**Run 1: routing congestion**

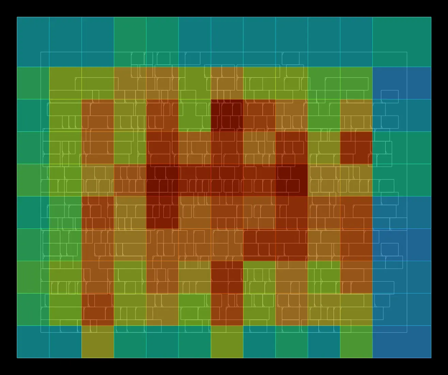
**Run 1: routed metal, one color a layer**

Bar = 20 um. Only two layers are drawn.
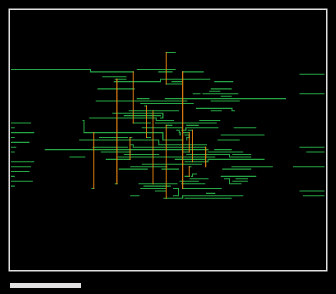
**Run 1: sequential cells colored by netlist name**

Bar = 20 um.
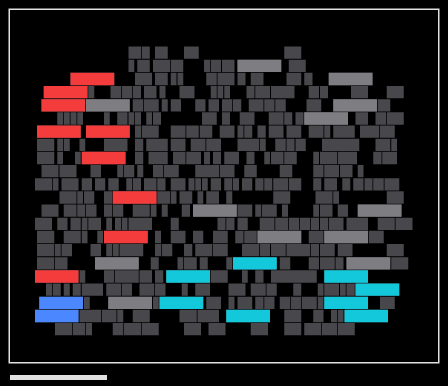
==> config.mk <==
export PLATFORM = sky130hd
export DESIGN_NAME = iter_cnt
export DESIGN_NICKNAME = d
export VERILOG_FILES = /design/src/rtl/iter_cnt_pkg.sv /design/src/rtl/sat_cnt.sv /design/src/rtl/iter_cnt.sv
export SDC_FILE = /design/constraint.sdc
export NUM_CORES = 1
export LEC_CHECK = 0
export CORE_ASPECT_RATIO = 0.8
export CORE_MARGIN = 5
export CORE_UTILIZATION = 55
export CTS_CLUSTER_DIAMETER = 150
export DETAILED_ROUTE_END_ITERATION = 16
export PLACE_DENSITY = 0.8
export SLEW_MARGIN = 10
export SYNTH_ARGS = -nofsm -noshare
export SYNTH_HDL_FRONTEND = slang
export SYNTH_SLANG_ARGS = --single-unit
==> constraint.sdc <==
create_clock -name clk -period 3.4 [get_ports clk]
set_input_delay 0.68 -clock clk [delete_from_list [all_inputs] [get_ports clk]]
set_output_delay 0.68 -clock clk [all_outputs]
set_load 0.01 [all_outputs]
==> out/highlights.md, run 1 <==
• **DRC viols** 0
• **final setup violation count** 0
• **fin nets** 384
• **worst hold-check slack** 0.530 ns
• **Clock Skew** 0.0110 ns
• **insertion delay of the later-clocked pin in the worst-skew pair** 0.30 ns
• **number of antenna violations at the first check in global routing** 1
• **vias per inst** 6.85
• **total cells reported by yosys after synthesis** 338
• **HPWL reported at the end of detailed placement** 5.94 mm
• **Least-Margin Pin Slew** 0.934 ns
• **result of the run** complete, no violations
• **RSZ-0062 raised after global routing** false
• **root buf cell** clkbuf_8
• **VDD IR-drop max** 0.328 mV
• **hold violation count in the final report** 0
• **Initial Util** 57.8%
• **total leakage power** 1.27 nW
• **post-cts gate resize count** 0
• **Yosys top cell area share** 28.7%
• **routability-driven placement congestion ratio** 0.994
• **Req. time, crit path** 3.55 ns
• **hold crit path type** reg2reg
• **clock tree from TritonCTS** done
• **horizontal die dimension** 88.4 um
• **synthesized cell area** 2710 um2
• **flops & latches, synth** 31
• **slew margin rel.** 37.3%
• **# diodes** 0
• **type of element launching the critical path** register
• **EDFF count, synth** 0
• **die y size** 72.7 um
• **Most common reg cell** dfrtp_1
• **R2R setup slack** 0.24 ns
• **total power draw** 0.00149 W
• **1st-pass router iterations** 6
• **number of fillers in the final layout** 413
• **Site Rows** 22
• **count of input and output buffers** 35
• **initial DRC count** 468
• **io pins** 36
• **grt total ovfl** 0
• **clock sink count** 31
• **syn avg cell area** 8.01 um2
• **# Max-Cap Violations** 0
• **Cell variety after synth** 59
• **Die Footprint** 6430 um2
• **clock-pin slew on the worst setup and hold paths** 0.07 ns
• **CTS Buffer Depth** 2
• **number of clock buffers inserted by TritonCTS** 5
• **register area share after synthesis** 28.7%
• **category of the most critical setup path** reg2reg
• **final sum of negative setup slack** 0 ns
• **pin count of the biggest net entering global routing** 32
• **crit end category** register
• **main area contributors after synthesis** dfrtp_1, nand2_1, xnor2_1
• **total count of max-transition violations in the final report** 0
• **global-route wire length before repair** 13.5 mm
• **commonest cells after routing, fill and taps aside** nand2_1, clkdlybuf4s50_1, dfrtp_1
• **number of buffers inserted for hold repair after clock tree synthesis** 0
• **number of global-route vias before repair** 2662
• **fin crit share** 93.1%
• **number of buffers added for setup after CTS** 0
• **placed cell count** 414
• **PD cells** 470 nW/um2
• **Floorplan Nets** 361
• **post-synthesis to final-layout area growth** 16.8%
• **number of logged tool warnings** 29
• **largest area contributor in the netlist** dfrtp_1
• **area of the placeable core** 4680 um2
• **cell depth of the worst hold path** 2
• **remaining number of nets flagged by the antenna check after routing** 0
• **synthesis area per yosys** 2710 um2
• **Max Clock Freq** 316 MHz
Notes on 'routing congestion' above:
grt met3 use: 5.42%
GR met1 Demand/Resource: 39.7%

Notes on 'routed metal, one color a layer' above:
Key: green = M3 [wire length 944 um]; orange = M4 [wire length 179 um]
Total GRT Usage: 27.4%
wire length reported by the detailed router: 8.38 mm
wire per inst: 19.9 um
total via count after detailed routing: 2892

Notes on 'sequential cells colored by netlist name' above:
Key: cyan = u_reload_cnt.cnt [placed flops 8]; blue = mode_q [placed flops 2]; red = rld [placed flops 9]
Another 12 sequential cells are not colored.
Core Util, Final: 67.6%
sequential power: 0.000491 W
FF+latch area: 776 um2
sequential fraction of total cell area: 24.5%

[run 1: stage by stage]
step                      area (um2)  worst slack [ns]
after CTS                       3160             0.402
after global placement          3060             0.556
after global routing            3160             0.137
final                           3160             0.236
after floorplan                 2710             0.924
after detailed placement        3060             0.439
[run 1: per-layer routing]
layer	vias up	track usage [%]	part of all wire (%)
met5	-	0	0.084
met3	27	5.42	11
met1	1375	39.7	43
met4	2	9.06	2.1
met2	198	40.6	43
li1	1290	-	-
[run 1: layout make-up]
cell class	count	area share [%]
Clock buffer	7	3.05
Clock inverter	1	0.237
Inverter	9	1.07
Multi-Input combinational cell	273	56.2
Tap cell	60	2.37
Timing Repair Buffer	41	12.5
Sequential cell	31	24.5
[run 1: critical path: stages (launching register included)]
cell and delay, ns:
dfrtp_1 0.44, inv_1 0.10, ha_1 0.18, nor3b_1 0.50, nor2_1 0.08, a2111oi_0 0.64
o21ai_1 0.52, nor3_1 0.42, o32ai_1 0.14
[run 1: cell usage after synthesis (4+ instances only)]
cell type / n
clkbuf_1: 19
and3_1: 7
nor4_1: 5
nor2_1: 27
nand3b_1: 5
dfrtp_1: 31
a21o_1: 4
a211oi_1: 4
mux2i_1: 4
xnor2_1: 14
o2111ai_1: 7
a21oi_1: 6
and2_1: 10
nand2_1: 42
nand3_1: 18
xor2_1: 13
o21ai_0: 16
inv_1: 8
nand4_1: 12
ha_1: 7
nor3_1: 8
o41ai_1: 6
o211ai_1: 4
nor2b_1: 6
[run 1: logic make-up (layout without fill, tap and decap cells)]
group	after synthesis	after routing	synth area share, %
compound gates	76	76	21.2
xor+xnor	27	27	8.74
fa+ha+maj	7	7	3.24
buf+inv	34	58	5.64
flops	31	31	28.7
mux	5	5	1.90
simple gates	158	158	30.7
[run 1: power breakdown]
| group | switching, W | internal (W) |
|---|---|---|
| combinational | 0.000394 | 0.000262 |
| sequential | 0.0000883 | 0.000403 |
| clock | 0.000155 | 0.000184 |
| total | 0.000637 | 0.000849 |
==> run 2, diff against run 1 <==
--- a/config.mk
+++ b/config.mk
@@ -9,6 +9,7 @@
 export CORE_MARGIN = 5
 export CORE_UTILIZATION = 55
 export CTS_CLUSTER_DIAMETER = 150
+export CTS_CLUSTER_SIZE = 24
 export DETAILED_ROUTE_END_ITERATION = 16
 export PLACE_DENSITY = 0.8
 export SLEW_MARGIN = 10
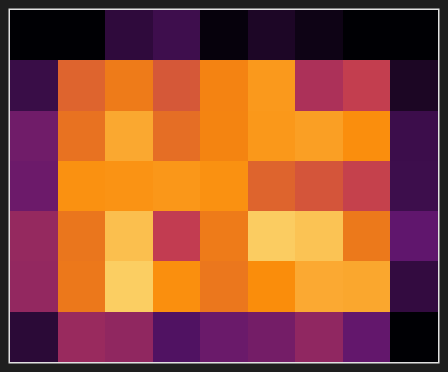
**Above:** run 2 (cell area per tile).
The die is cut into 9 by 7 equal tiles; black is low, pale yellow is high, 0 to 100% covered.
The densest ninth of the die: center. The mean over all tiles is 48%. 9.5% of the tiles are nearly empty. 27% of the tiles are over 75% full.
Initial Util: 57.8%
area of the placeable core: 4680 um2

==> run 2 against run 1 <==
Effect of this change:
- register-to-register slack barely moved
- via count did not move
- clock power barely moved
- maximum frequency did not move
- area after synthesis did not move
- critical path depth did not move
- final area did not move
- first-iteration DRC count did not move
- non-clock buffer count did not move
==> out/highlights.md, run 2 <==
• **grt total ovfl** 0
• **hold violation count in the final report** 0
• **RSZ-0062 raised after global routing** false
• **number of fillers in the final layout** 413
• **clock-pin slew on the worst setup and hold paths** 0.07 ns
• **Switch Pwr** 0.000637 W
• **HPWL reported at the end of detailed placement** 5.94 mm
• **Req. time, crit path** 3.55 ns
• **DRC viols** 0
• **post-cts gate resize count** 0
• **post-synthesis to final-layout area growth** 16.8%
• **clock network power share** 22.8%
• **total leakage power** 1.27 nW
• **Cell variety after synth** 59
• **Clock Skew** 0.0110 ns
• **synthesis area per yosys** 2710 um2
• **result of the run** complete, no violations
• **total cell area at the placement stage** 3060 um2
• **fin crit share** 93.1%
• **initial DRC count** 468
• **Most common reg cell** dfrtp_1
• **clock sink count** 31
• **commonest cells after routing, fill and taps aside** nand2_1, clkdlybuf4s50_1, dfrtp_1
• **cell depth of the worst hold path** 2
• **root buf cell** clkbuf_8
• **final sum of negative setup slack** 0 ns
• **Int Power** 0.000849 W
• **Site Rows** 22
• **total via count after detailed routing** 2892
• **Yosys top cell area share** 28.7%
• **vias per inst** 6.85
• **number of logged tool warnings** 29
• **main area contributors after synthesis** dfrtp_1, nand2_1, xnor2_1
• **share of power burned in registers** 33.0%
• **placed cell count** 414
• **wire per inst** 19.9 um
• **Post-Layout Inst Area** 3160 um2
• **number of buffers inserted for hold repair after clock tree synthesis** 0
• **register area share after synthesis** 28.7%
• **# diodes** 0
• **most frequent cell after synthesis** nand2_1
• **clock tree from TritonCTS** done
• **syn avg cell area** 8.01 um2
• **fin nets** 384
• **VDD IR-drop max** 0.328 mV
• **1st-pass router iterations** 6
• **synthesized cell area** 2710 um2
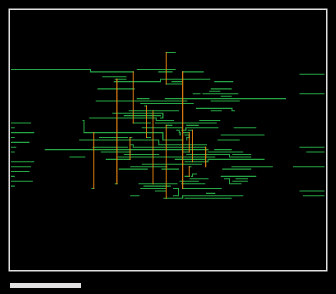
**Above:** run 2 (routed metal, one color a layer).
Bar = 20 um. Only two layers are drawn.
Key: orange = M4 [wire length 179 um]; green = M3 [wire length 944 um]

[run 2: cell counts after synthesis]
No cell type changed its count.
[run 2: cell type report]
| class | count | area, um2 | share of cell area, % |
|---|---|---|---|
| clock buffers | 7 | 96.3 | 3.05 |
| clock inverters | 1 | 7.51 | 0.237 |
| inverters | 9 | 33.8 | 1.07 |
| multi-input cells | 273 | 1780 | 56.2 |
| flip-flops and latches | 31 | 776 | 24.5 |
| well taps | 60 | 75.1 | 2.37 |
| repair buffers | 41 | 395 | 12.5 |
[run 2: cell families (layout without fill, tap and decap cells)]
group                      Yosys count  in the layout  synth area share [%]
AOI/OAI and AO/OA                   76             76                  21.2
xor gates and xnor gates            27             27                  8.74
adders and majority gates            7              7                  3.24
buffers and inverters               34             58                  5.64
DFF                                 31             31                  28.7
muxes                                5              5                  1.90
and+or+nand+nor                    158            158                  30.7
[run 2: power by group through the flow]
stage          sequential (W)  combinational, W  clock [W]
4_1_cts              0.000486          0.000633   0.000339
3_3_place_gp         0.000491          0.000618          0
3_5_place_dp         0.000493          0.000629          0
5_1_grt              0.000497          0.000703   0.000353
6_report             0.000491          0.000656   0.000340
2_1_floorplan        0.000449          0.000494          0
[run 2: routing by layer]
metal	up-vias	wire [um]	global-route usage, %
met5	-	7	0
met4	2	178	9.06
met3	27	944	5.42
met2	198	3620	40.6
met1	1375	3630	39.7
li1	1290	-	-
[run 2: metrics by stage]
stage          worst slack, ns  total power [W]  hold WS (ns)
2_1_floorplan            0.924         0.000943         0.384
3_3_place_gp             0.556          0.00111         0.521
3_5_place_dp             0.439          0.00112         0.521
4_1_cts                  0.402          0.00146         0.536
5_1_grt                  0.137          0.00155         0.590
6_report                 0.236          0.00149         0.530
[run 2: worst max-delay path: stages, from the launching register on]
cell       delay (ns)
dfrtp_1          0.44
inv_1            0.10
ha_1             0.18
nor3b_1          0.50
nor2_1           0.08
a2111oi_0        0.64
o21ai_1          0.52
nor3_1           0.42
o32ai_1          0.14
Power figures rest on the tool's default switching activity, not on a simulated workload.
